Design tx_pingpong_scheduler, sky130hd; sources not shown.
Figure 1. Placement by cell class (run 1).
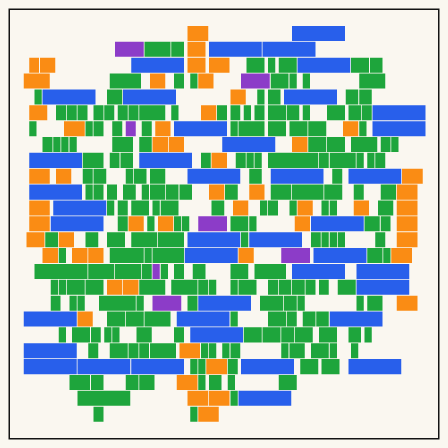
- blue: sequential cells (cells 40; share of their area 33%)
- orange: remaining buffers and delay cells (cells 53; share of their area 15%)
- green: combinational and other logic (cells 221; share of their area 49%)
- purple: clock drivers and dummy loads (cells 7; share of their area 2.6%)
final instance area: 3070 µm²
post-layout util: 65.4%
Placement Rows: 25
sequential share of cell area: 32.6%

Figure 2. Cell placement (run 1).
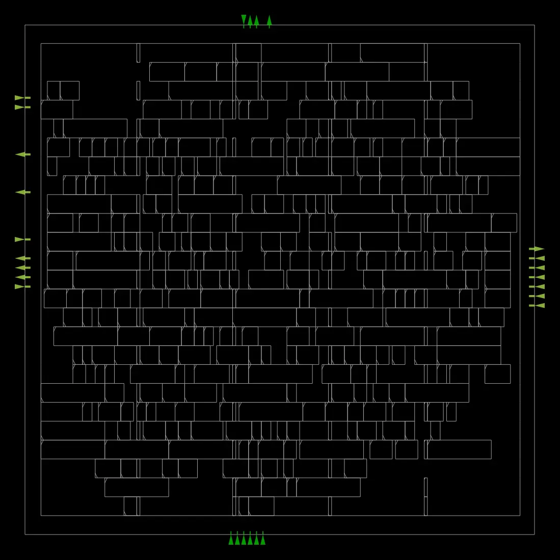
Core Region: 4690 µm²
fillcell total: 376
well-tap cell count: 54
post-route non-filler standard cell count: 375
sequential cell count of the final layout: 40

Figure 3. Signal wires on met3 (run 1).
Bar = 20 µm.
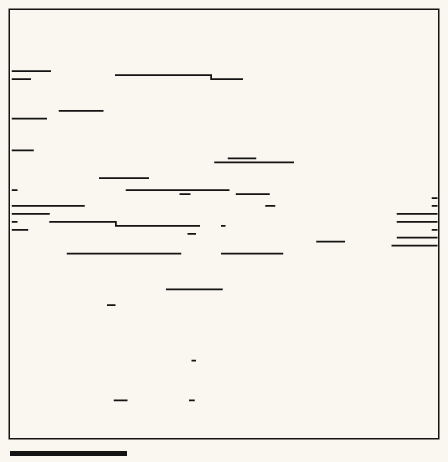
- longest straight run: 19.3 µm
- wire length on this layer: 228 µm
- nets with wire on the layer: 28
- main direction: horizontal
- share of all routed wire: 4.2%
total number of vias: 2087
total detailed-routing wirelength: 5480 µm

Figure 4. Placement density heat map (run 1).
The die is cut into 7 by 7 equal tiles; white is low, dark blue is high, 0 to 100% covered.
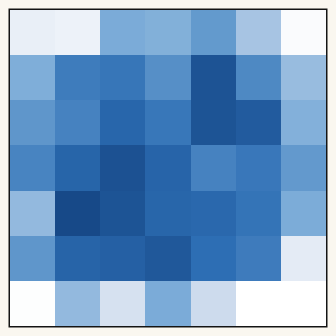
- tiles over 75% full: 31%
- emptiest ninth of the die: lower right
- fullest tile: 90%
- densest ninth of the die: center
- mean over tiles: 56%
starting density of the core: 51.3%

==> notes.md, run 1 <==
Summary of the current implementation state.

- The flow ran to the end, but the final reports show violations.
- The final reports fail on setup timing.
- The residual overflow from global routing is 0, for reference.
- The routed metal-1 wire length is 2390 µm, for reference.
- The post-CTS repair timing setup buffer count is 2, for reference.
- The post-place instance area is 2850 µm², for reference.
- The stage-log warning count is 28, for reference.
- In this run the critical path is formed by nand2_2, inv_2, ha_4, ha_4, nand3_4, xnor2_2, ha_1, o21a_1, o21ai_2, a221oi_2, nand2_1, a21oi_2, a211oi_2.
- Across the whole layout, multi-input logic makes up 46.3% of the cell area.
- The most used cell along the critical path is sky130_fd_sc_hd__ha_4, for reference.
- Per the OpenROAD floorplan log, the height of the die is 73.4 µm.
- The leakage component of the power is 0.00142 µW, for reference.
- During synthesis, Yosys emitted a total of 0 warnings.
- Multi-input combinational cells in the finished layout were counted as 208.
- The fraction of synthesized cell area in xor and xnor cells is 10.6%, for reference.
- The total cell area reported by yosys after synthesis is 2410 µm², for reference.
- The number of vias per cell after detailed routing is 5.57, for reference.
- The sequential cell area in the final layout is 1000 µm², for reference.
- Summed over all nets, the half-perimeter wirelength after detailed placement is 3970 µm.
- STA classifies the critical path endpoint as a register.
- In this run, the synthesized area fraction spent on and/or/nand/nor cells is recorded as 23.1%.
- The clock transition at the registers of the reported paths is 0.08 ns, for reference.
- The largest net degree at the start of global routing is 41, for reference.
- In the final layout, the multi-input gates occupy 1420 µm².
- The final-stage net count is 349, for reference.
- The clock share of power is 12.7%, for reference.
- By area, the class that comes first in the final layout consists of combinational gates.
- The count of flip-flops with a built-in enable after synthesis is 0, for reference.
- The worst-path cell with the longest stage delay is sky130_fd_sc_hd__dfrtp_1, for reference.
- CTS built an H-tree with a depth of 2.
- The clock passes through at most 2 buffers.
- Routed signal wires occupy layers up through met4.
- TritonCTS built the clock tree.
- The first routing iteration left 154 violations.
- The start-to-end type of the worst setup path is reg2reg, for reference.
- The clock net sink count is 40, for reference.
- Per the final report, max-transition violations number 0.
- The layout has 6 clock buffers.
- The required time reported for the critical path endpoint is 2.37 ns, for reference.
- Measured along the x axis, the die boundary spans 73.4 µm.
- In the final timing run, aggregate negative setup slack is -0.0725 ns.
- Counting the inverters off the clock network in the layout gives 13.
- The most common logic cell in the final layout is sky130_fd_sc_hd__dfrtp_1.
- The pre-antenna-repair detailed-routing pass consisted of 4 iterations.
- The peak per-stage delay on the critical path is 0.39 ns, for reference.
- The cell area after technology mapping is 2410 µm², for reference.
- For this run, the final setup violation count is recorded as 1.
- The peak-usage layer in the global routing report is met2, for reference.
- The routed length on met2 is 2730 µm, for reference.
- The final number of hold-violating endpoints is 0, for reference.
- From synthesis to final layout, the design area changed by 27.4%.
- Of all cell types, the one taking the most synthesized area is sky130_fd_sc_hd__dfrtp_1.
- The cell family contributing the most delay on the critical path is AND-OR/OR-AND gates.
- The average wire length per cell after detail routing is 14.6 µm, for reference.
- The proportion of power drawn by flip-flops and latches is 35.0%, for reference.
- The signal arrival time at the worst endpoint is 2.44 ns, for reference.
- Setup slack on the critical path of the routed design comes to -0.0725 ns.
- Yosys attributes the largest share of cell area to sky130_fd_sc_hd__dfrtp_1 (42%), sky130_fd_sc_hd__ha_1 (5.7%), sky130_fd_sc_hd__nand2_1 (5.5%).
- The reported sequential group power is 1260 µW, for reference.
- After clock tree synthesis, the flow added hold-fix buffers numbering 0.
- The maximum fanout along the worst path is 2, for reference.
- The global routing usage summed across all routing layers is 22.6%, for reference.
- Per the layout report, the design carries 53 non-clock buffers.
- The fraction of met2 tracks used by global routing is 38.9%, for reference.
- The wire length of the first global-routing pass is 9290 µm, for reference.
- The area fraction in compound gates is 14.1%, for reference.
- Per the placement log, port buffering inserted 25 buffers.
- The worst hold-check slack is 0.199 ns, for reference.
- Setup repair after global routing could not meet its margin everywhere.
- In this run the register-to-register setup slack is -0.07 ns.
- The initial antenna violation count is 0, for reference.
- For the pin with the worst max-slew slack, the measured transition is 0.501 ns.
- Clock skew on the completed layout was measured at 0.00804 ns.
- In the post-synthesis netlist, the cell with the most instances is sky130_fd_sc_hd__dfrtp_1.
- The DRC violation total left in the routed layout is recorded as 0.
- Buffers inserted during clock tree synthesis total 5.
- Synthesis inferred 40 register bits.
==> run 2, diff against run 1 <==
PLACE_DENSITY = 0.73   (was 0.8)
TNS_END_PERCENT = 20   (was unset)
Figure 5. Placement density heat map (run 2).
The die is cut into 7 by 7 equal tiles; white is low, dark blue is high, 0 to 100% covered.
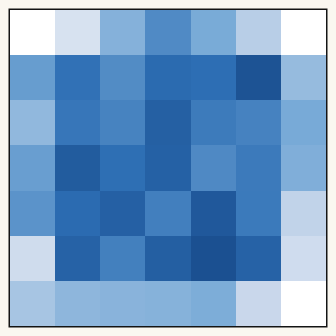
- fullest tile: 87%
- densest ninth of the die: center
- tiles over 75% full: 25%
- mean over tiles: 56%
- nearly empty tiles: 6.1%
post-layout util: 65.7%

Figure 6. Signal wires on met3 (run 2).
Bar = 20 µm.
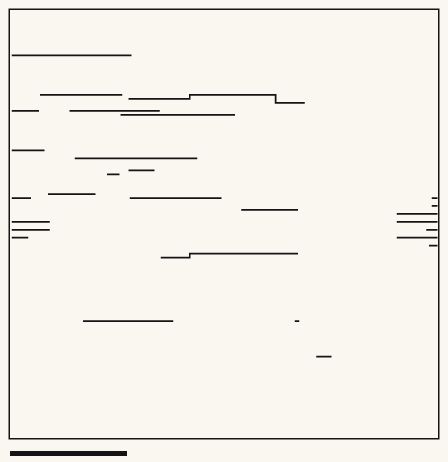
- longest straight run: 20.7 µm
- main direction: horizontal
- wire length on this layer: 253 µm
total number of vias: 2078
total detailed-routing wirelength: 5550 µm

==> notes.md, run 2 <==
Summary of the current implementation state.

- The number of storage elements in the synthesis netlist is 40 (unchanged), for reference.
- The number of rows in the core area is 25 (unchanged).
- Traced cell by cell, the critical path runs through nand2_2, inv_2, ha_4, ha_4, nand3_4, xnor2_2, ha_1, o21a_1, o21ai_2, a221oi_2, nand2_1, a21oi_2, a211oi_2.
- The CTS buffer count is 5 (unchanged), for reference.
- The required time reported for the critical path endpoint is 2.39 ns (+0.02 ns), for reference.
- Looking at the area split, the leading class of cells is combinational gates.
- The checks that failed: setup timing.
- The flop count came to 40 (unchanged).
- The area share of and/or/nand/nor cells after synthesis is 23.1% (unchanged).
- The proportion of power drawn by flip-flops and latches is 34.6% (-0.4 points).
- The number of buffers inserted by port buffering is 25 (unchanged), for reference.
- The maximum fanout along the worst path is 2 (unchanged), for reference.
- The wire length of the first global-routing pass is 9380 µm (+0.97%), for reference.
- The clock net sink count came to 40 (unchanged).
- The count of hold buffers inserted by post-cts repair is 0 (unchanged).
- The summed area of non-filler cells in the final layout came to 3080 µm² (+0.53%).
- The reg-to-reg setup timing slack came to -0.05 ns (+0.02 ns).
- The final worst clock skew came to 0.00407 ns (-0.00397 ns).
- The worst-path cell with the longest stage delay is sky130_fd_sc_hd__dfrtp_1, for reference.
- The least setup slack across all paths after layout is -0.0483 ns (+0.0241 ns), for reference.
- The non-clock buffer count in the final layout is 54 (+1.9%).
- The final sum of negative setup slack is -0.0483 ns (+0.0241 ns).
- The count of clock buffers in the final design is 8 (+2), for reference.
- The half-perimeter wire length after detailed placement is 3990 µm (+0.45%).
- The number of vias per cell after detailed routing is 5.51 (-0.96%), for reference.
- The peak per-stage delay on the critical path was 0.38 ns (about the same).
- The cell area after technology mapping was 2410 µm² (unchanged).
- The routed length on met2 is 2810 µm (+2.8%), for reference.
- The signed area change from the synthesized netlist to the final layout is 28.1%, for reference.
- The initial antenna violation count is 0 (unchanged), for reference.
- The signal arrival time at the worst endpoint was 2.43 ns (about the same).
- The sequential cell area in the final layout came to 1000 µm² (+0.12%).
- The setup violation total in the final timing report is 1 (unchanged).
- The placeable core region is 4690 µm² (unchanged), for reference.
- The fraction of standard cell area that is sequential was 32.5% (-0.13 points).
- The most numerous cell type found on the critical path is sky130_fd_sc_hd__ha_4.
- The total iterations of the first detailed-routing run is 4 (unchanged), for reference.
- The inverter tally of the final layout excluding the clock network is 13 (unchanged), for reference.
- The largest net degree at the start of global routing is 29 (-29%).
- The worst hold-check slack is 0.0780 ns (-0.121 ns), for reference.
- The global routing usage summed across all routing layers came to 23.3% (+0.66 points).
- The dominant delay contributor by cell family on the critical path is AND-OR/OR-AND gates, for reference.
- The reported sequential group power is 1260 µW (about the same), for reference.
- The area fraction in compound gates was 14.1% (unchanged).
- The vertical die size came to 73.4 µm (unchanged).
- The transition time at the pin with the least slew margin was 0.457 ns (-0.0438 ns).
- The flow ran to the end, but the final reports show violations.
- Among all cell types in the netlist, the one instantiated most often is sky130_fd_sc_hd__dfrtp_1.
- The leakage component of the power was 0.00142 µW (about the same).
- The violation count after the first detailed-routing iteration is 170 (+10%), for reference.
- The die width came to 73.4 µm (unchanged).
- The starting utilization of the core area is 51.3% (unchanged).
Power is estimated from default activity; no workload was simulated.
